===== src/rtl/param_seq_detector.sv =====
// Parametrised Moore serial-pattern detector with a runtime-loadable pattern,
// optional overlapping matches, an input-enable qualifier and a saturating
// match counter. The state is the number of pattern bits currently matched.
module param_seq_detector #(
    parameter int unsigned          SEQ_LEN = 5,
    parameter logic [SEQ_LEN-1:0]   PATTERN = 5'b11011,
    parameter bit                   OVERLAP = 1'b1,
    parameter int unsigned          CNT_W   = 8,
    localparam int unsigned         STATE_W = $clog2(SEQ_LEN + 1)
) (
    input  logic               CLK,
    input  logic               RESET,
    input  logic               EN,
    input  logic               Din,
    input  logic               PAT_LOAD,
    input  logic [SEQ_LEN-1:0] PAT_IN,
    input  logic               CNT_CLR,
    output logic               Z,
    output logic [STATE_W-1:0] state,
    output logic [STATE_W-1:0] Next_state,
    output logic [CNT_W-1:0]   match_count
);

    localparam int                 Len     = int'(SEQ_LEN);
    localparam int                 IdxW    = (SEQ_LEN > 1) ? $clog2(SEQ_LEN) : 1;
    localparam logic [STATE_W-1:0] StMatch = STATE_W'(SEQ_LEN);

    logic [STATE_W-1:0] state_q, state_d;
    logic [SEQ_LEN-1:0] pattern_q, pattern_d;
    logic [CNT_W-1:0]   count_q, count_d;

    // pre[i] is the i-th pattern bit in arrival order (pattern MSB arrives first)
    logic [SEQ_LEN-1:0] pre;
    int                 cur;
    int                 best;
    logic               ok;
    logic               match_evt;

    // State, pattern and counter registers with synchronous reset
    always_ff @(posedge CLK) begin
        if (RESET) begin
            state_q   <= '0;
            pattern_q <= PATTERN;
            count_q   <= '0;
        end else begin
            state_q   <= state_d;
            pattern_q <= pattern_d;
            count_q   <= count_d;
        end
    end

    // Next state: KMP transition evaluated against the live pattern register.
    // Because state k means the last k accepted bits equal pre[0..k-1], a
    // candidate length k is valid when pre[cur-k+1..cur-1] == pre[0..k-2] and
    // Din == pre[k-1]; the longest valid k wins.
    always_comb begin
        pre  = {<<{pattern_q}};
        // Without overlap the matched bits are dropped, so restart from empty
        cur  = (!OVERLAP && state_q == StMatch) ? 0 : int'(state_q);
        best = 0;
        ok   = 1'b0;
        for (int k = 1; k <= Len; k++) begin
            ok = (k <= cur + 1) && (Din == pre[IdxW'(k - 1)]);
            for (int j = 0; j < Len - 1; j++) begin
                if (ok && (j < k - 1) && (pre[IdxW'(cur - k + 1 + j)] != pre[IdxW'(j)])) begin
                    ok = 1'b0;
                end
            end
            if (ok) begin
                best = k;
            end
        end
        // Next_state reports the stream transition; a pattern load overrides it below
        Next_state = EN ? STATE_W'(best) : state_q;

        pattern_d = pattern_q;
        state_d   = Next_state;
        if (PAT_LOAD) begin
            pattern_d = PAT_IN;
            state_d   = '0;
        end
    end

    // Match counter: counts entries into the match state, saturating; clear wins
    // over the old value but a coincident match still counts once
    always_comb begin
        match_evt = EN && !PAT_LOAD && (Next_state == StMatch);
        count_d   = count_q;
        if (CNT_CLR) begin
            count_d = match_evt ? CNT_W'(1) : '0;
        end else if (match_evt && (count_q != {CNT_W{1'b1}})) begin
            count_d = count_q + CNT_W'(1);
        end
    end

    // Moore outputs, purely from registered state
    always_comb begin
        Z           = (state_q == StMatch);
        state       = state_q;
        match_count = count_q;
    end

endmodule


===== config.mk =====
export PLATFORM = sky130hd
export DESIGN_NAME = param_seq_detector
export DESIGN_NICKNAME = d
export VERILOG_FILES = /design/src/rtl/param_seq_detector.sv
export SDC_FILE = /design/constraint.sdc
export NUM_CORES = 1
export LEC_CHECK = 0
export CORE_AREA = 2 2 71 73
export DETAILED_ROUTE_END_ITERATION = 6
export DIE_AREA = 0 0 73 75
export PLACE_DENSITY_LB_ADDON = 0.05
export SLEW_MARGIN = 25
export SYNTH_ARGS = -nofsm -noshare
export SYNTH_HDL_FRONTEND = slang
export SYNTH_SLANG_ARGS = --single-unit

===== constraint.sdc =====
create_clock -name CLK -period 7.1 [get_ports CLK]
set_input_delay 0.71 -clock CLK [delete_from_list [all_inputs] [get_ports CLK]]
set_output_delay 0.71 -clock CLK [all_outputs]
set_load 0.03 [all_outputs]

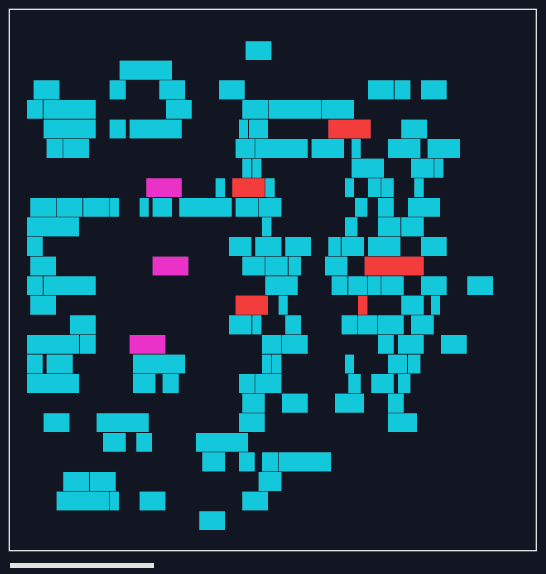
*Sizing map, run 1*
Scale bar: 20 um.
Cyan stands for x1 and smaller, cells 137. Red stands for x2, cells 5. Magenta stands for x6 and larger, cells 3.
Layout Cell Area excl Fill: 0.00144 mm^2
growth of design area from synthesis to finish: 26.7%

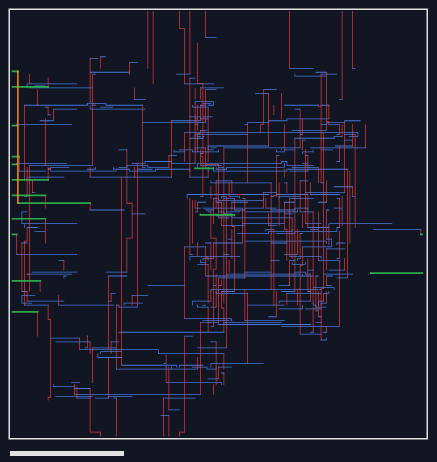
*Wiring by layer, run 1*
Scale bar: 20 um.
Orange stands for M4, wire length 23.1 um. Red stands for M2, wire length 1320 um. Blue stands for M1, wire length 1290 um. Green stands for M3, wire length 68.3 um.
detail-routed net length per standard cell: 13.6 um
global-route usage over all layers: 10.7%

==> run notes, run 1 <==
Synthesis and PnR results.

- The highest fanout seen on the critical path reads 20.
- In this run the most used layer during global routing was met2.
- The maximum number of pins on one net before global-route repair reads 21.
- The number of antenna violations at the first check in global routing reads 0.
- The initial standard-cell utilization of the core is 24.5%.
- The via count of the first global-routing pass reads 942.
- The classification of the worst setup path is flop to primary output.
- The dominant register cell in the synthesized netlist reads sky130_fd_sc_hd__dfxtp_1.
- The routed layout reports a DRC error count of 0.
- The data required time of the worst path reads 6.39 ns.
- The timing-limited maximum frequency reads 220 MHz.
- The number of slew-limit violations in the final report reads 0.
- The sum of negative setup slack is 0 ns.
- Broken down by cell family, the worst path's largest delay share belongs to buffers and inverters.
- Using the TritonRoute via totals, the vias-per-cell ratio works out to 4.78.
- The most frequent cell on the critical path reads sky130_fd_sc_hd__ha_1.
- The largest stage delay on the critical path reads 0.78 ns.
- The die footprint reads 0.00548 mm^2.
- The number of warnings issued by yosys is 0.
- The cell chosen for the clock root is sky130_fd_sc_hd__clkbuf_8.
- Before any placement, the netlist area is recorded as 0.00114 mm^2.
- The number of flip-flops under the largest register name reads 8.
- The depth of the worst register-to-register path reads 10.
- The data arrival time at the worst-slack endpoint is 3.85 ns.
- In this run the post-CTS setup repair buffer count came out at 0.
- The number of buffers between clock root and the deepest sink reads 2.
- The setup check on the worst reg-to-reg path leaves a slack of 3.95 ns.
- The worst supply voltage drop on vdd is 102 uV.
- Across all layers, the routed design uses 952 vias.
- The fraction of registers with async set/reset reads 0%.
- Walking the worst path, the cells encountered are inv_2, ha_1, inv_1, ha_1, or4b_1, nand3_1, a32oi_1, nand4b_1, o221ai_1, nand2_1, clkdlybuf4s50_1.
- The first global-routing pass estimated 4.55 mm of wire.
- The proportion of layout cells with a drive suffix above 1 reads 5.52%.
- In the post-route report, total wirelength is listed as 2.71 mm.
- The H-tree level count is 1.
- The cell count of the worst hold path is 1.
- The fraction of met2 tracks used by global routing is 18.0%.
- All stages included, the depth of the critical timing path comes to 11.
- Per the synthesis report, the number of distinct cell types is 41.
- The startpoint type of the worst setup path is a flop.
- The final setup violation count reads 0.
- Summed over all nets, wire length on met2 after detailed routing comes to 1.32 mm.
- For this run, the register share of the synthesized area comes to 28.1%.
- The count of library flops with an enable pin reads 0.
- The first detailed-routing pass took 4 iterations.
- The floorplan step set the die width to 73 um.
- The register bit count reported by yosys is 16.
- Buffers inserted to repair hold after CTS numbered 0.
- The cell total in the yosys stat output reads 126.
- The DRC marker count from the first detailed-route iteration reads 61.
- The number of nets handed over by synthesis was 145.
- The run finished with clean final reports.
- The global placement routability congestion is 0.749.
- The clock net sink count reads 16.
- The max-cap violation count is 0.
- The remaining max-slew budget at the tightest pin reads 52.2%.
- Synthesis produced a netlist whose cell count is 126.
- The clock-pin slew on the worst setup and hold paths is 0.06 ns.
- The power per standard cell area reads 138 mW/mm^2.
- The transition time at the pin with the least slew margin reads 0.717 ns.
- The number of warnings the tools reported reads 31.
- The TritonCTS clock tree reads yes.
- The slowest cell on the critical path reads sky130_fd_sc_hd__dfxtp_1.
- The HPWL after detailed placement is 2.07 mm.
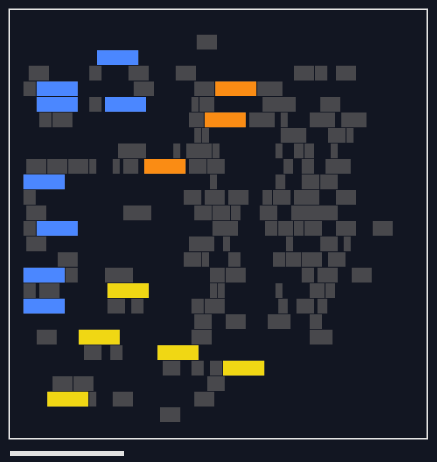
*Where the registers sit, run 1*
Scale bar: 20 um.
Blue stands for match_count, sequential cells 8. Orange stands for state, sequential cells 3. Yellow stands for pattern_q, sequential cells 5.
area occupied by registers: 320 um^2
final standard cell utilization of the core: 31.0%
power in sequential cells: 0.0986 mW
sequential portion of the cell area: 22.2%

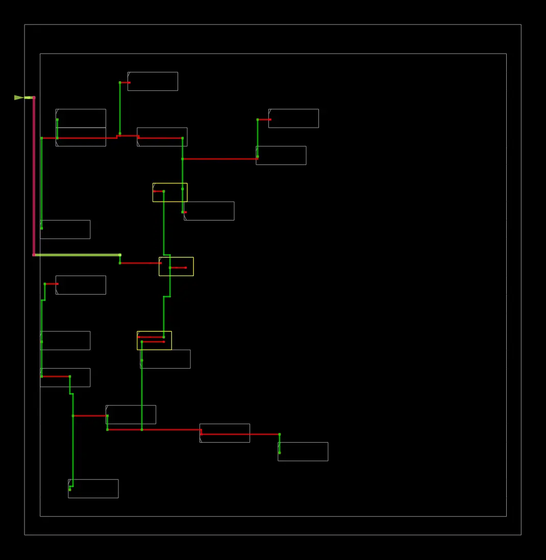
*Clock nets, run 1*
Flops: 16
Worst Skew: 0.00256 ns
number of buffers added by the clock tree synthesis step: 3
source-to-sink clock delay at the later pin of the worst-skew pair: 0.24 ns
Clock net power: 0.0664 mW

[run 1: logic make-up (layout without fill, tap and decap cells)]
kind of cell / after synthesis / after routing / synth area share (%)
multiplexers: 10 / 10 / 10.1
AND-OR/OR-AND: 25 / 25 / 17.0
adder cells (fa/ha/maj): 8 / 8 / 8.78
AND/OR/NAND/NOR: 42 / 42 / 20.4
buffers and inverters: 14 / 33 / 6.48
XOR/XNOR: 11 / 11 / 9.11
flip-flops: 16 / 16 / 28.1
[run 1: cells in the final DEF, fill, tap and decap left out, types with 4 or more instances in the layout]
master	count
sky130_fd_sc_hd__and2_1	9
sky130_fd_sc_hd__clkdlybuf4s50_1	25
sky130_fd_sc_hd__inv_1	4
sky130_fd_sc_hd__nand2_1	9
sky130_fd_sc_hd__nor2_1	6
sky130_fd_sc_hd__mux2i_1	7
sky130_fd_sc_hd__ha_1	8
sky130_fd_sc_hd__o21ai_0	4
sky130_fd_sc_hd__dfxtp_1	16
sky130_fd_sc_hd__nor2b_1	6
sky130_fd_sc_hd__a211o_1	4
sky130_fd_sc_hd__xnor2_1	4
sky130_fd_sc_hd__xor2_1	6
[run 1: final timing paths]
kind | start | to
hold / removal | match_count[1]$_SDFFE_PP0P_ | match_count[1]$_SDFFE_PP0P_
setup reg to reg | state[0]$_SDFF_PP0_ | state[1]$_SDFF_PP0_
setup / recovery | state[0]$_SDFF_PP0_ | Next_state[1]
hold reg to reg | match_count[1]$_SDFFE_PP0P_ | match_count[1]$_SDFFE_PP0P_
[run 1: power breakdown]
part           internal (mW)  switching [mW]
combinational         0.0184          0.0153
sequential            0.0920         0.00662
clock                 0.0375          0.0288
total                  0.148          0.0508
[run 1: through the flow]
| stage | total power, mW | setup WS, ns | cells | hold WS (ns) |
|---|---|---|---|---|
| 5_1_grt | 0.211 | 2.18 | 199 | 0.478 |
| 2_1_floorplan | 0.124 | 3.39 | 126 | 0.581 |
| 3_3_place_gp | 0.135 | 2.87 | 196 | 0.444 |
| 6_report | 0.199 | 2.54 | 199 | 0.458 |
| 4_1_cts | 0.204 | 2.53 | 199 | 0.463 |
| 3_5_place_dp | 0.135 | 2.80 | 196 | 0.445 |
[run 1: layout make-up]
cell class	count	area, um^2
clock buffer	3	41.3
fill	489	3220
inverter	5	18.8
multi-input combinational	96	746
sequential	16	320
tap	54	67.6
timing repair buffer	25	250
[run 1: Yosys cell counts (3+ instances only)]
cell                        n  area share, %
sky130_fd_sc_hd__a211o_1    4            3.1
sky130_fd_sc_hd__a211oi_1   3            2.0
sky130_fd_sc_hd__a21oi_1    3            1.3
sky130_fd_sc_hd__and2_1     9            4.9
sky130_fd_sc_hd__clkbuf_1   4            1.3
sky130_fd_sc_hd__dfxtp_1   16             28
sky130_fd_sc_hd__ha_1       8            8.8
sky130_fd_sc_hd__inv_1      4            1.3
sky130_fd_sc_hd__mux2i_1    7            6.1
sky130_fd_sc_hd__nand2_1    9            3.0
sky130_fd_sc_hd__nor2_1     6            2.0
sky130_fd_sc_hd__nor2b_1    6            3.3
sky130_fd_sc_hd__o21ai_0    4            1.8
sky130_fd_sc_hd__xnor2_1    4            3.1
sky130_fd_sc_hd__xor2_1     6            4.6
==> inputs of run 2 (changes only) <==
==> constraint.sdc (replaced) <==
create_clock -name CLK -period 4 [get_ports CLK]
set_input_delay 0.4 -clock CLK [delete_from_list [all_inputs] [get_ports CLK]]
set_output_delay 0.4 -clock CLK [all_outputs]
set_load 0.03 [all_outputs]
==> run 2 against run 1 <==
Utilization increased by 0.54 points. Clock power up 79%. Register-to-register slack worse by 2.6 ns. Via count increased by 0.21%. Cell count rose by 1.5%. Combinational power grew 89%. First-iteration DRC count fell by 39%. Highest routed layer unchanged. Clock-buffer cell count unchanged. Power is 79% higher. Wire length up 4.1%. Global-route usage rose by 0.53 points. Synthesized area unchanged.
==> run notes, run 2 <==
Synthesis and PnR results.

- The post-detailed-route wirelength per cell reads 14.0 um.
- The TritonCTS clock tree is yes.
- Timing would allow up to 271 MHz.
- The global placement routability congestion is 0.774.
- The data required time of the worst path is 3.60 ns.
- The sequential share of the synthesized area is 28.1%.
- Sorting the synthesis cell report by count puts at the top sky130_fd_sc_hd__dfxtp_1.
- In the layout the commonest cells are sky130_fd_sc_hd__clkdlybuf4s50_1 (25), sky130_fd_sc_hd__dfxtp_1 (16), sky130_fd_sc_hd__nand2_1 (9), sky130_fd_sc_hd__and2_1 (9).
- The maximum number of pins on one net before global-route repair is 20.
- The DRC marker count from the first detailed-route iteration is 37.
- The register bit count reported by yosys reads 16.
- The warning tally printed by Yosys for this design is 0.
- The number of flip-flops under the largest register name reads 8.
- The number of slew-limit violations in the final report is 0.
- The post-CTS setup repair buffer count is 0.
- Sorting the synthesized cells by area gives the leading types as sky130_fd_sc_hd__dfxtp_1 (28%), sky130_fd_sc_hd__ha_1 (8.8%), sky130_fd_sc_hd__mux2i_1 (6.1%).
- The run finished with clean final reports.
- The classification of the worst setup path is flop to primary output.
- In this run the biggest area consumer among cell types represents 28.1% of the synthesized area.
- TritonCTS created 3 clock buffers.
- On the worst setup and hold paths after CTS, the clock-pin slew comes to 0.06 ns.
- The clock net sink count is 16.
- Total global-route track usage over all layers is 11.2%.
- The final setup violation count is 0.
- The pre-antenna-repair detailed-routing pass consisted of 4 iterations.
- The insertion delay to the later sink of the worst-skew pair reads 0.24 ns.
- The synthesized cell area is 0.00114 mm^2.
- The initial standard-cell utilization of the core reads 24.5%.
- The dominant register cell in the synthesized netlist is sky130_fd_sc_hd__dfxtp_1.
- The gate family responsible for the most delay along the worst path reads buffers and inverters.
- The most used logic cell in the final layout reads sky130_fd_sc_hd__clkdlybuf4s50_1.
- The number of buffers between clock root and the deepest sink is 2.
- The fraction of registers with async set/reset reads 0%.
- The number of antenna violations at the first check in global routing reads 0.
- The largest stage delay on the critical path is 0.67 ns.
- The power per standard cell area reads 242 mW/mm^2.
- The die extent in x reads 73 um.
- Per the timing report, the biggest fanout along the worst path comes to 11.
- The cell taking the most area after synthesis is sky130_fd_sc_hd__dfxtp_1.
- The worst supply voltage drop on vdd reads 138 uV.
- According to the floorplan report, the total die area is 0.00548 mm^2.
- The number of different library cells in the post-synthesis netlist reads 41.
- The most frequent cell on the critical path reads sky130_fd_sc_hd__inv_1.
- The count of hold-fix buffers inserted at cts is 0.
- The final instance count without filler cells is 202.
- The H-tree level count reads 1.
- The post-synthesis instance total reads 126.
- Compared with the post-synthesis result, the final layout area differs by 28.9%.
- The cell chosen for the clock root reads sky130_fd_sc_hd__clkbuf_8.
- The sum of negative setup slack reads 0 ns.
- STA classifies the critical path startpoint as a flop.
- The number of warnings the tools reported is 31.
- The remaining max-slew budget at the tightest pin is 68.9%.
- The max-cap violation count reads 0.
- The data arrival time at the worst-slack endpoint reads 3.29 ns.
- The total length of routed wires reads 2.82 mm.
- The number of cells after detailed placement is 199.
- The post-synth count of flops with an enable pin is 0.
- When the netlist entered floorplanning its net count stood at 145.
- Ranked by instance count, the synthesized netlist is headed by sky130_fd_sc_hd__dfxtp_1 (16), sky130_fd_sc_hd__and2_1 (9), sky130_fd_sc_hd__nand2_1 (9).
- The critical path goes through inv_1, ha_2, inv_1, ha_1, or4b_1, nand3_1, a32oi_1, nand4b_1, o221ai_1, nand2_1, clkdlybuf4s50_1.
- The proportion of layout cells with a drive suffix above 1 is 8.11%.
- The HPWL after detailed placement is 2.11 mm.
- The first global-routing pass estimated 4.73 mm of wire.
- After detailed routing, the number of vias per cell comes to 4.72.
- The cell total in the yosys stat output reads 126.
- The worst clock skew is 0.00116 ns.
- The via count of the first global-routing pass is 980.
- The transition time at the pin with the least slew margin reads 0.465 ns.
-- run 2: netlist changes by cell type in the layout (fill, tap and decap cells not counted) --
cell,previous run,this run
sky130_fd_sc_hd__ha_1,8,7
sky130_fd_sc_hd__buf_4,0,3
sky130_fd_sc_hd__ha_2,0,1
-- run 2: path summary, 6_finish.rpt --
kind / start / slack (ns) / cells after the start / endpoint
worst min-delay path: match_count[7]$_SDFFE_PP0P_ / 0.46 / 1 / match_count[7]$_SDFFE_PP0P_
worst min register to register: match_count[7]$_SDFFE_PP0P_ / 0.46 / 1 / match_count[7]$_SDFFE_PP0P_
worst max register to register: state[1]$_SDFF_PP0_ / 1.34 / 10 / state[1]$_SDFF_PP0_
worst max-delay path: state[1]$_SDFF_PP0_ / 0.31 / 11 / Next_state[0]
-- run 2: cell families after synthesis --
| group | share of synthesized area, % |
|---|---|
| AND/OR/NAND/NOR | 20.4 |
| AND-OR/OR-AND | 17.0 |
| XOR/XNOR | 9.11 |
| multiplexers | 10.1 |
| buffers and inverters | 6.48 |
| flip-flops | 28.1 |
| adder cells (fa/ha/maj) | 8.78 |
-- run 2: area by class of cell --
cell class,count,area (um^2)
inverters,5,18.8
clock buffers,3,41.3
flip-flops and latches,16,320
multi-input cells,96,748
fillers,468,3190
well taps,54,67.6
repair buffers,28,273
-- run 2: stage by stage --
step	area, um^2	util [%]	power [mW]	hold WS [ns]	worst slack [ns]
after floorplan	1140	-	0.220	0.522	0.597
after global placement	1430	30.6	0.240	0.442	0.575
after detailed placement	1430	30.6	0.240	0.447	0.522
after CTS	1470	31.5	0.365	0.466	0.232
after global routing	1470	31.5	0.379	0.473	0.104
final	1470	31.5	0.356	0.458	0.313
-- run 2: power by group --
part	switching, mW	internal [mW]
Sequential	0.00946	0.163
Clock	0.0528	0.0667
Combinational	0.0302	0.0334
Total	0.0925	0.263
-- run 2: routing by layer --
| metal | vias up | GRT usage, % | wire length [um] |
|---|---|---|---|
| met4 | 0 | 3.70 | 23 |
| met1 | 443 | 14.8 | 1380 |
| met3 | 4 | 2.28 | 99 |
| li1 | 490 | - | - |
| met5 | - | 0 | 0 |
| met2 | 17 | 18.5 | 1320 |
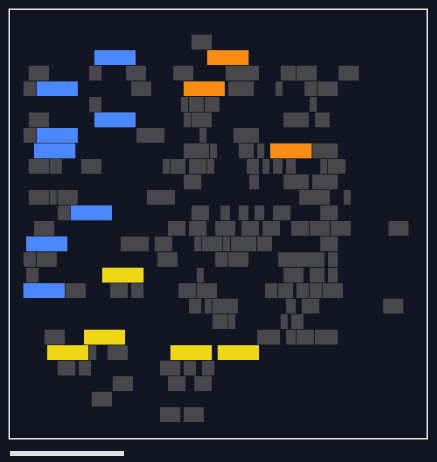
*Where the registers sit, run 2*
Scale bar: 20 um.
Orange stands for state, sequential cells 3. Blue stands for match_count, sequential cells 8. Yellow stands for pattern_q, sequential cells 5.
final standard cell utilization of the core: 31.5%
power in sequential cells: 0.173 mW
sequential portion of the cell area: 21.8%

Power and IR drop assume default switching activity.
